===== config.mk =====
export PLATFORM = sky130hd
export DESIGN_NAME = left_writefifo_ctrl
export DESIGN_NICKNAME = d
export VERILOG_FILES = /design/src/rtl/left_fifo_pkg.sv /design/src/rtl/pix_pos_counter.sv /design/src/rtl/left_writefifo_ctrl.sv
export SDC_FILE = /design/constraint.sdc
export NUM_CORES = 1
export LEC_CHECK = 0
export CORE_MARGIN = 1
export CORE_UTILIZATION = 46
export DETAILED_ROUTE_END_ITERATION = 12
export PLACE_DENSITY = 0.84
export SKIP_LAST_GASP = 1
export SLEW_MARGIN = 15
export SYNTH_ARGS = -nofsm -noshare
export SYNTH_HDL_FRONTEND = slang
export SYNTH_SLANG_ARGS = --single-unit

===== constraint.sdc =====
create_clock -name clk -period 3 [get_ports clk]
set_clock_uncertainty 0.15 [all_clocks]
set_input_delay 0.45 -clock clk [delete_from_list [all_inputs] [get_ports clk]]
set_output_delay 0.45 -clock clk [all_outputs]
set_load 0.02 [all_outputs]

===== src/rtl/left_fifo_pkg.sv =====
// rtl/left_fifo_pkg.sv - shared types and geometry defaults for the left-camera FIFO writer
package left_fifo_pkg;

    typedef enum logic [1:0] {
        IDLE     = 2'd0,
        WAIT_SOF = 2'd1,
        STREAM   = 2'd2,
        DONE     = 2'd3
    } state_t;

    localparam int IMG_WIDTH_DEF  = 256;
    localparam int IMG_HEIGHT_DEF = 200;
    localparam int DROP_CNT_W_DEF = 16;

    localparam int COL_W        = $clog2(IMG_WIDTH_DEF);
    localparam int ROW_W        = $clog2(IMG_HEIGHT_DEF);
    localparam int FRAME_PIXELS = IMG_WIDTH_DEF * IMG_HEIGHT_DEF;

endpackage


===== src/rtl/pix_pos_counter.sv =====
// rtl/pix_pos_counter.sv - column/row position counter with line and frame wrap
module pix_pos_counter
    import left_fifo_pkg::*;
#(
    parameter int WIDTH  = IMG_WIDTH_DEF,
    parameter int HEIGHT = IMG_HEIGHT_DEF,
    parameter int CW     = $clog2(WIDTH),
    parameter int RW     = $clog2(HEIGHT)
) (
    input  logic          clk,        // system clock
    input  logic          rst,        // synchronous, active-high reset
    input  logic          clear,      // restart at (0,0); takes effect this cycle
    input  logic          advance,    // consume the current slot
    output logic [CW-1:0] col,        // position of the current slot
    output logic [RW-1:0] row,
    output logic          line_end,   // current slot is the last of its line
    output logic          frame_last  // current slot is the last of the frame
);

    logic [CW-1:0] col_q;
    logic [RW-1:0] row_q;

    // A clear in the same cycle as an advance makes the current slot (0,0),
    // so the effective position is muxed before the wrap logic sees it.
    assign col        = clear ? '0 : col_q;
    assign row        = clear ? '0 : row_q;
    assign line_end   = (col == CW'(WIDTH - 1));
    assign frame_last = line_end && (row == RW'(HEIGHT - 1));

    always_ff @(posedge clk) begin
        if (rst) begin
            col_q <= '0;
            row_q <= '0;
        end else if (advance) begin
            if (line_end) begin
                col_q <= '0;
                row_q <= frame_last ? '0 : row + RW'(1);
            end else begin
                col_q <= col + CW'(1);
                row_q <= row;
            end
        end else if (clear) begin
            col_q <= '0;
            row_q <= '0;
        end
    end

endmodule


===== src/rtl/left_writefifo_ctrl.sv =====
// rtl/left_writefifo_ctrl.sv - frames the left-camera pixel stream into the pixel FIFO
module left_writefifo_ctrl
    import left_fifo_pkg::*;
#(
    parameter int IMG_WIDTH  = IMG_WIDTH_DEF,
    parameter int IMG_HEIGHT = IMG_HEIGHT_DEF,
    parameter int DROP_CNT_W = DROP_CNT_W_DEF
) (
    input  logic                          clk,           // system clock
    input  logic                          rst,           // synchronous, active-high reset
    input  logic                          i_start,       // arm (sampled in IDLE)
    input  logic                          i_stop,        // go idle once the current frame completes
    input  logic                          i_clear,       // clear sticky flags and drop counter
    input  logic                          i_frame_start, // start-of-frame pulse
    input  logic                          i_pix_valid,   // pixel qualifier, no backpressure
    input  logic [7:0]                    i_pix,         // pixel data
    input  logic                          full,          // FIFO full
    output logic                          writeEn,       // FIFO write enable
    output logic [7:0]                    dataToFIFO,    // FIFO write data
    output logic [$clog2(IMG_WIDTH)-1:0]  o_col,         // column of last consumed slot
    output logic [$clog2(IMG_HEIGHT)-1:0] o_row,         // row of last consumed slot
    output logic                          o_line_end,    // pulse with last slot of a line
    output logic                          o_frame_done,  // pulse after last slot of a frame
    output logic                          o_busy,        // not IDLE
    output logic                          o_overflow,    // sticky: pixel dropped on full
    output logic                          o_err_short,   // sticky: SOF inside a frame
    output logic [DROP_CNT_W-1:0]         o_drop_count   // saturating dropped-pixel count
);

    localparam int COL_BITS = $clog2(IMG_WIDTH);
    localparam int ROW_BITS = $clog2(IMG_HEIGHT);

    state_t state;
    logic   stop_seen;

    logic                  cnt_clear;
    logic                  take;
    logic [COL_BITS-1:0]   cur_col;
    logic [ROW_BITS-1:0]   cur_row;
    logic                  cur_line_end;
    logic                  cur_frame_last;
    logic [DROP_CNT_W-1:0] drop_base;
    logic [DROP_CNT_W-1:0] drop_next;

    // SOF restarts geometry both when arming a frame and when truncating one.
    assign cnt_clear = i_frame_start && (state == WAIT_SOF || state == STREAM);
    // A pixel is a slot in STREAM, or in WAIT_SOF only when it rides on the SOF.
    assign take      = i_pix_valid && ((state == STREAM) || (state == WAIT_SOF && i_frame_start));

    // A clear coinciding with a drop restarts the count from zero before the
    // drop is added, so the drop is never lost.
    assign drop_base = i_clear ? '0 : o_drop_count;
    assign drop_next = (&drop_base) ? drop_base : drop_base + DROP_CNT_W'(1);

    pix_pos_counter #(
        .WIDTH  (IMG_WIDTH),
        .HEIGHT (IMG_HEIGHT),
        .CW     (COL_BITS),
        .RW     (ROW_BITS)
    ) u_pos (
        .clk        (clk),
        .rst        (rst),
        .clear      (cnt_clear),
        .advance    (take),
        .col        (cur_col),
        .row        (cur_row),
        .line_end   (cur_line_end),
        .frame_last (cur_frame_last)
    );

    always_ff @(posedge clk) begin
        if (rst) begin
            state        <= IDLE;
            stop_seen    <= 1'b0;
            writeEn      <= 1'b0;
            dataToFIFO   <= '0;
            o_col        <= '0;
            o_row        <= '0;
            o_line_end   <= 1'b0;
            o_frame_done <= 1'b0;
            o_busy       <= 1'b0;
            o_overflow   <= 1'b0;
            o_err_short  <= 1'b0;
            o_drop_count <= '0;
        end else begin
            writeEn      <= 1'b0;
            o_line_end   <= 1'b0;
            o_frame_done <= 1'b0;

            if (i_clear) begin
                o_overflow   <= 1'b0;
                o_err_short  <= 1'b0;
                o_drop_count <= '0;
            end

            case (state)
                IDLE: begin
                    if (i_start) begin
                        state     <= WAIT_SOF;
                        o_busy    <= 1'b1;
                        stop_seen <= 1'b0;
                    end
                end
                WAIT_SOF: begin
                    if (i_stop) stop_seen <= 1'b1;
                    if (i_frame_start) state <= STREAM;
                end
                STREAM: begin
                    if (i_stop) stop_seen <= 1'b1;
                    if (i_frame_start) o_err_short <= 1'b1;
                end
                DONE: begin
                    o_frame_done <= 1'b1;
                    stop_seen    <= 1'b0;
                    if (stop_seen || i_stop) begin
                        state  <= IDLE;
                        o_busy <= 1'b0;
                    end else begin
                        state  <= WAIT_SOF;
                    end
                end
                default: begin
                    state  <= IDLE;
                    o_busy <= 1'b0;
                end
            endcase

            // Dropped slots still report position and line_end so the
            // downstream geometry stays aligned with the camera.
            if (take) begin
                writeEn    <= ~full;
                dataToFIFO <= i_pix;
                o_col      <= cur_col;
                o_row      <= cur_row;
                o_line_end <= cur_line_end;
                if (full) begin
                    o_overflow   <= 1'b1;
                    o_drop_count <= drop_next;
                end
                if (cur_frame_last) state <= DONE;
            end
        end
    end

endmodule


==> metrics.cfg, run 1 <==
[place]
dp_slack_ps = -22.6
hpwl_mm = 5.16

[worst_hold_path]
hold_start = dataToFIFO[6]
hold_class = flop to flop

[layout]
drive_above_1_share_pct = 10.6
flop-count = 65
fin_util_pct = 64.6
fill_cells = 492
largestClassByArea = logic gates
sh_seq_area_pct = 33.2
lay_top_count = dfxtp_1
clk_share_pct = 5.30
insertedDiodeCount = 0
area_growth_syn_to_layout_pct = 32.6
nonClockInverterCount = 6
finalNetCount = 454
logic_area_um2 = 1570
flop_area_um2 = 1300
final-nonclk-buf-share_pct = 18.3

[sta]
setup_slack_ps = 141
rsz0062_at_grt = no
period_needed_ps = 2860
tightestPinTransition_ps = 453
maxSlewViolCount = 0
setup_tns_ps = 0

[yosys]
top_area_cell = dfxtp_1
top_logic_kind = simple AND/OR/NAND/NOR gates
avgSynthCellArea_um2 = 8.21
ys_sh_xor_pct = 4.45
synth_chip_area_um2 = 2950
synth.cell_area_um2 = 2950
async_reset_ff_share_pct = 0
netlist_instances = 360
muxShareOfSynthArea_pct = 0.678
ys_seq_share_pct = 44.0
ys_sh_simple_pct = 31.2
top_cells_by_area = dfxtp_1 (44%), nand2_1 (7.9%), a21oi_1 (6.9%)
yosys_warnings = 0
ys_ff = 65

[worst_setup_path]
crit_slowest_cell = or4_4
end_kind = flop
reg2reg_to = u_pos.row_q[7]
setup.worst_path.start = state[1]
critPathMaxStageDelay_ps = 550
rr_worst_depth = 10
crit_type = flop to flop
worstPathArrival_ps = 2970
critPathMaxFanout = 5
startpoint_type = flop
worstPathCellList = inv_1, ha_4, nand2_2, and2_1, ha_2, and3_4, nand4_4, or4_4, or3_1, a211oi_2
cp.required_ps = 3110
path_delay_family = simple AND/OR/NAND/NOR gates
timing.rr.start = state[1]

[global_routing]
top_usage_layer = met2
grt_pass1_wl_mm = 11.5
use_met1_pct = 28.4
grt_max_degree = 35
grt_usage_pct = 22.4

[die]
initCoreUtil_pct = 48.7
die_area_um2 = 6750
core-area_um2 = 6060
die_width_um = 82.1
nWellTaps = 75

[route]
top_layer_used = met4
vias = 2728
firstDrtPassIters = 4
drt_wl_total_mm = 7.07
wire_per_inst_um = 13.9
wl_met3_um = 396
ant_nets = 0
vias_per_cell = 5.35
wl_met1_mm = 3.15

[run_status]
status = complete, no violations

[clocking]
cts_buffers = 9
cts_setup_buffers = 0
holdBufCountCts = 0
htree_num_levels = 3
clkSinkCount = 65
cts-resized-gates = 0

[flow_run]
tool_warnings = 30
maxCapViolations = 0

[power]
p_leak_nw = 1.37
power_mw = 1.83

-- run 1: how the worst max path moves through the flow --
stage / slack, ps / cells past startpoint / endpoint
finish: 140 / 10 / u_pos.row_q[7]
detailed placement: -20 / 9 / u_pos.row_q[7]
global placement: 60 / 9 / u_pos.row_q[7]
CTS: 130 / 10 / u_pos.row_q[7]
floorplan: 50 / 11 / u_pos.row_q[7]
global route: 20 / 10 / u_pos.row_q[7]
-- run 1: cells by family after synthesis --
group / count (synthesis)
AOI/OAI and AO/OA: 67
xor gates and xnor gates: 15
adders and majority gates: 8
muxes: 2
buffers and inverters: 23
DFF: 65
and+or+nand+nor: 180
-- run 1: flip-flops by register name, summed over array words and instances, names as in the netlist --
name and count:
dataToFIFO 8, o_busy 1, o_col 8, o_drop_count 16, o_err_short 1, o_frame_done 1
o_line_end 1, o_overflow 1, o_row 8, state 2, stop_seen 1, u_pos.col_q 8
u_pos.row_q 8, writeEn 1
-- run 1: power by group --
group	leakage, nW	internal, mW	switching [mW]
clock network	0.107	0.451	0.310
logic	0.743	0.0762	0.106
registers	0.525	0.877	0.00858
total	1.37	1.40	0.425
-- run 1: synthesized netlist by cell type (all sizes together) (2+ instances only) --
| master | instances |
|---|---|
| a211oi | 2 |
| a21o | 3 |
| a21oi | 41 |
| a22oi | 2 |
| and2 | 7 |
| and3 | 5 |
| and4b | 3 |
| buf | 3 |
| clkbuf | 14 |
| dfxtp | 65 |
| ha | 8 |
| inv | 6 |
| mux2i | 2 |
| nand2 | 63 |
| nand3 | 24 |
| nand3b | 2 |
| nand4 | 9 |
| nand4b | 2 |
| nor2 | 31 |
| nor2b | 10 |
| nor3 | 5 |
| o211ai | 4 |
| o21ai | 10 |
| or2 | 2 |
| or3 | 9 |
| or4 | 3 |
| xnor2 | 9 |
| xor2 | 6 |
Fig. 1: run 1, selected gate families
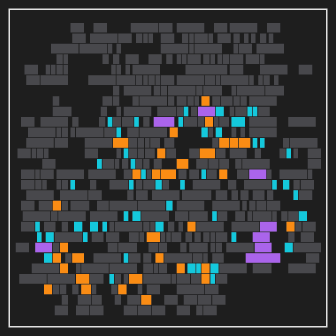
cyan -> nor cells  # cells 48
orange -> and/or cells  # cells 32
purple -> fa/ha/maj cells  # cells 8

Fig. 2: run 1, a small window of the routed layout
The bar under the picture is 10 µm long. Window x 8 to 33, y 8 to 33 µm. Cells in gray, sequential cells in the stronger gray; small squares are vias.
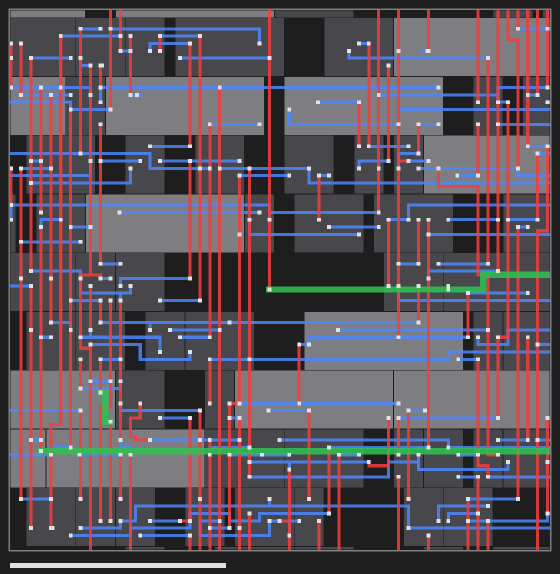
green -> M3
red -> M2
blue -> M1
netlist names of flops here include = o_drop_count (8)
sequential cells in the window = 10
cells with their middle in the window = 56
most frequent = dfxtp_1 (10), nor2b_1 (5), nor2_1 (5)

Fig. 3: run 1, sequential cells grouped by signal name
The bar under the picture is 20 µm long.
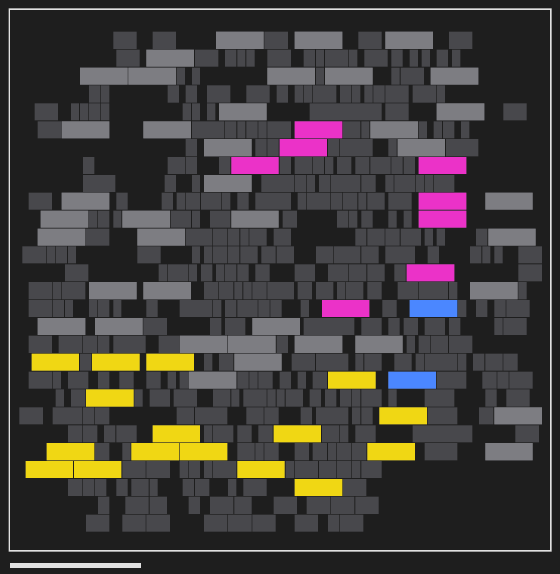
magenta -> u_pos.row_q  # flops 8
blue -> state  # flops 2
yellow -> o_drop_count  # flops 16

Fig. 4: run 1, port wiring
The bar under the picture is 20 µm long.
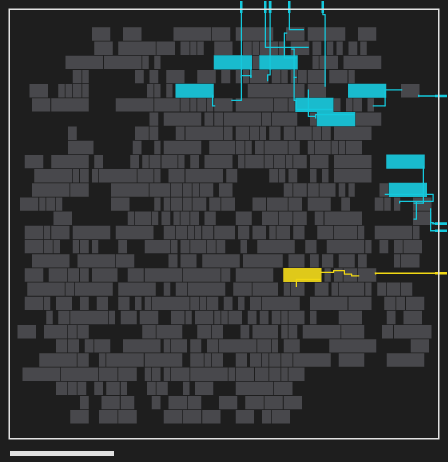
yellow -> o_err_short  # bits 1, direction output, edge east, end cells 1, buffers 1, wire 26.1 µm
cyan -> o_row  # bits 8, direction output, edge 5 north, 3 east, end cells 8, buffers 8, wire 166 µm

==> run 2: changes to the inputs <==
Settings changed: SKIP_CTS_REPAIR_TIMING set to 1.
Fig. 5: run 2, routing congestion
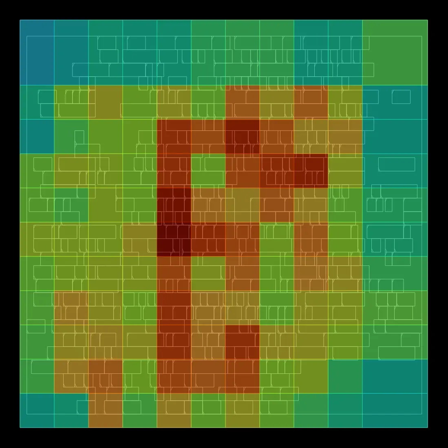
GRT busiest layer: met2
met2 usage: 36.7%

==> metrics.cfg, run 2 <==
[layout]
largest_register = o_drop_count
drive_above_1_share_pct = 10.6
finalNetCount = 454
insertedDiodeCount = 0
area_growth_syn_to_layout_pct = 32.6
largest_reg_flops = 16
lay_top_count = dfxtp_1

[sta]
setup_slack_ps = 141
maxSlewViolCount = 0
tightestPinTransition_ps = 453
rsz0062_at_grt = no
period_needed_ps = 2860

[die]
die_area_um2 = 6750
initCoreUtil_pct = 48.7
die_width_um = 82.1
core-area_um2 = 6060

[worst_setup_path]
startpoint_type = flop
setup.worst_path.start = state[1]
worstPathArrival_ps = 2970
critPathMaxFanout = 5
rr_worst_depth = 10
cp.required_ps = 3110
reg2reg_to = u_pos.row_q[7]
endpoint = u_pos.row_q[7]
timing.rr.start = state[1]
end_kind = flop
crit_type = flop to flop

[place]
hpwl_mm = 5.16
dp_slack_ps = -22.6

[power]
clkPwrFrac_pct = 41.6
swShare_pct = 23.2
p_leak_nw = 1.37
power_frac_comb_pct = 10.0
power.switching_mw = 0.425
seqPwrFrac_pct = 48.4
p_int_mw = 1.40

[route]
top_layer_used = met4
wl_met1_mm = 3.15
ant_nets = 0
vias_per_cell = 5.35
wire_per_inst_um = 13.9
vias = 2728
firstDrtPassIters = 4
drt_wl_total_mm = 7.07
wl_met3_um = 396

[yosys]
yosys_warnings = 0
ys_ff = 65
synth_chip_area_um2 = 2950
muxShareOfSynthArea_pct = 0.678
top_logic_kind = simple AND/OR/NAND/NOR gates
avgSynthCellArea_um2 = 8.21
top_cells_by_count = dfxtp_1 (65), nand2_1 (62), a21oi_1 (41)
async_reset_ff_share_pct = 0
synth.cell_area_um2 = 2950
ys_sh_simple_pct = 31.2
most_common_cell = dfxtp_1

[worst_hold_path]
hold_start = dataToFIFO[6]
hold_class = flop to flop

[global_routing]
use_met1_pct = 28.4
grt_usage_pct = 22.4
grt_pass1_wl_mm = 11.5
grt_max_degree = 35

[flow_run]
tool_warnings = 30
maxCapViolations = 0

[clocking]
htree_num_levels = 3
clkSinkCount = 65
path_clk_slew_ps = 60
cts_buffers = 9

[run_status]
status = complete, no violations

run 2: cell counts after synthesis:
Identical to the previous run, type by type.
run 2: final cells by class:
cell class	count	area (µm²)
fill	492	2140
timing repair buffer	76	718
clock buffer	14	173
tap	75	93.8
inverter	6	22.5
multi-input combinational	272	1570
sequential	65	1300
clock inverter	2	35.0
run 2: logic make-up after synthesis:
kind of cell,after synthesis
xor gates and xnor gates,15
DFF,65
muxes,2
and+or+nand+nor,180
buffers and inverters,23
adders and majority gates,8
AOI/OAI and AO/OA,67
run 2: power by group through the flow:
| stage | clock network (mW) | registers, mW | logic, mW |
|---|---|---|---|
| after floorplan | 0 | 0.913 | 0.102 |
| after global placement | 0 | 0.904 | 0.176 |
| after detailed placement | 0 | 0.905 | 0.181 |
| after CTS | 0.784 | 0.885 | 0.182 |
| after global routing | 0.819 | 0.886 | 0.198 |
| final | 0.762 | 0.885 | 0.182 |
run 2: per-stage QoR:
stage / std cells / power [mW] / util (%)
after detailed placement: 494 / 1.09 / 61.2
final: 510 / 1.83 / 64.6
after global routing: 510 / 1.90 / 64.6
after CTS: 510 / 1.85 / 64.6
after floorplan: 360 / 1.02 / -
after global placement: 494 / 1.08 / 61.2
run 2: worst min-delay path by stage:
stage / slack (ps) / cells past startpoint / endpoint
finish: 300 / 2 / dataToFIFO[6]
global placement: 290 / 2 / o_col[5]
global route: 330 / 2 / o_row[7]
detailed placement: 300 / 2 / o_row[4]
CTS: 310 / 2 / dataToFIFO[3]
floorplan: 310 / 2 / o_row[7]
run 2: critical path, stage by stage (launching register included):
cell and delay [ps]:
dfxtp_1 390, inv_1 120, ha_4 250, nand2_2 110
and2_1 170, ha_2 190, and3_4 200, nand4_4 100
or4_4 550, or3_1 330, a211oi_2 210
==> run 3: changes to the inputs <==
Settings changed: TNS_END_PERCENT set to 1.
Fig. 6: run 3, a small window of the routed layout
The bar under the picture is 10 µm long. Window x 8 to 33, y 8 to 33 µm. Cells in gray, sequential cells in the stronger gray; small squares are vias.
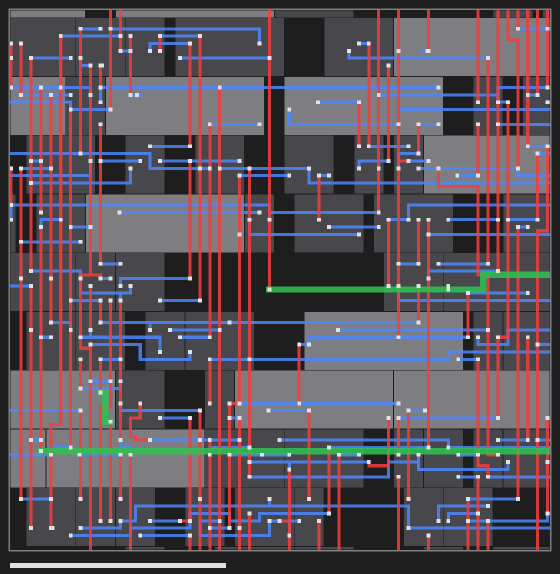
green -> M3
blue -> M1
red -> M2
netlist names of flops here include = o_drop_count (8)
cells with their middle in the window = 56
most frequent = dfxtp_1 (10), nor2b_1 (5), nor2_1 (5)
sequential cells in the window = 10

==> metrics.cfg, run 3 <==
[layout]
logic_area_um2 = 1570
drive_above_1_share_pct = 10.6
flop_area_um2 = 1300
fill_cells = 492
lay_top_count = dfxtp_1
area_growth_syn_to_layout_pct = 32.6
largest_register = o_drop_count
insertedDiodeCount = 0
finalNetCount = 454
largest_reg_flops = 16

[power]
p_leak_nw = 1.37
powerClk_mw = 0.762
clkPwrFrac_pct = 41.6
power.switching_mw = 0.425
p_int_mw = 1.40
swShare_pct = 23.2
top_power_group = sequential cells
power_mw = 1.83
p_seq_mw = 0.885
seqPwrFrac_pct = 48.4
power_frac_comb_pct = 10.0

[die]
die_area_um2 = 6750
initCoreUtil_pct = 48.7
die_width_um = 82.1
core-area_um2 = 6060

[worst_setup_path]
path_delay_family = simple AND/OR/NAND/NOR gates
reg2reg_to = u_pos.row_q[7]
rr_worst_depth = 10
worstPathArrival_ps = 2970
crit_type = flop to flop
crit_slowest_cell = or4_4
critPathMaxStageDelay_ps = 550
critPathMaxFanout = 5
timing.rr.start = state[1]
end_kind = flop
cp_num_cells = 10
critPathBufInv = 1
setup.worst_path.start = state[1]
endpoint = u_pos.row_q[7]
worstPathCellList = inv_1, ha_4, nand2_2, and2_1, ha_2, and3_4, nand4_4, or4_4, or3_1, a211oi_2

[yosys]
top_area_cell = dfxtp_1
synth_chip_area_um2 = 2950
ys_ff = 65
avgSynthCellArea_um2 = 8.21
synth-main-ff-cell = dfxtp_1
ys_seq_share_pct = 44.0
synth.cell_area_um2 = 2950
top_cells_by_area = dfxtp_1 (44%), nand2_1 (7.9%), a21oi_1 (6.9%)
most_common_cell = dfxtp_1
async_reset_ff_share_pct = 0
yosys_warnings = 0
top_cells_by_count = dfxtp_1 (65), nand2_1 (62), a21oi_1 (41)

[global_routing]
top_usage_layer = met2
grt_pass1_wl_mm = 11.5
gr-usage-met2_pct = 36.7
grt_usage_pct = 22.4
grt_pass1_vias = 2495
use_met1_pct = 28.4
grt_max_degree = 35

[sta]
maxSlewViolCount = 0
setup_tns_ps = 0
rsz0062_at_grt = no
period_needed_ps = 2860
tightestPinTransition_ps = 453

[place]
hpwl_mm = 5.16

[run_status]
status = complete, no violations

[clocking]
path_clk_slew_ps = 60
clkSinkCount = 65
cts_buffers = 9
htree_num_levels = 3

[route]
firstDrtPassIters = 4
wire_per_inst_um = 13.9
drt_wl_total_mm = 7.07
vias_per_cell = 5.35
drtIter0Drc = 208
vias = 2728

[worst_hold_path]
hold_class = flop to flop

[flow_run]
tool_warnings = 30
maxCapViolations = 0

==> run 3: cell counts in the layout (fill, tap and decap cells not counted) <==
Identical to the previous run, type by type.
==> run 3: per-stage QoR <==
stage	hold WS, ps	utilization (%)	worst slack [ps]	std cells
finish	303	64.6	141	510
global route	325	64.6	18.3	510
CTS	306	64.6	130	510
detailed placement	296	61.2	-22.6	494
global placement	288	61.2	59.0	494
floorplan	311	-	49.0	360
==> run 3: how the worst min path moves through the flow <==
stage / startpoint / to / slack, ps / cells after the start
3_3_place_gp: o_col[5] / o_col[5] / 290 / 2
6_report: dataToFIFO[6] / dataToFIFO[6] / 300 / 2
2_1_floorplan: u_pos.row_q[7] / o_row[7] / 310 / 2
3_5_place_dp: o_row[4] / o_row[4] / 300 / 2
5_1_grt: o_row[7] / o_row[7] / 330 / 2
4_1_cts: dataToFIFO[3] / dataToFIFO[3] / 310 / 2
==> run 3: final cells by class <==
| type | instances | area share (%) |
|---|---|---|
| clock inverters | 2 | 0.894 |
| multi-input cells | 272 | 40.2 |
| repair buffers | 76 | 18.3 |
| clock buffers | 14 | 4.41 |
| flip-flops and latches | 65 | 33.2 |
| well taps | 75 | 2.40 |
| inverters | 6 | 0.575 |
==> run 3: logic make-up (layout without fill, tap and decap cells) <==
kind of cell / after synthesis / count (layout) / synth area share [%]
DFF: 65 / 65 / 44.0
buffers and inverters: 23 / 98 / 3.26
AOI/OAI and AO/OA: 67 / 67 / 13.0
adders and majority gates: 8 / 8 / 3.39
xor gates and xnor gates: 15 / 15 / 4.45
and+or+nand+nor: 180 / 180 / 31.2
muxes: 2 / 2 / 0.678
==> run 3: metal layers <==
layer  vias to the layer above  share of wire, %
li1                       1384                 -
met1                      1251                44
met2                        85                49
met3                         8               5.6
met4                         0               1.0
met5                         -                 0
Power figures rest on the tool's default switching activity, not on a simulated workload.
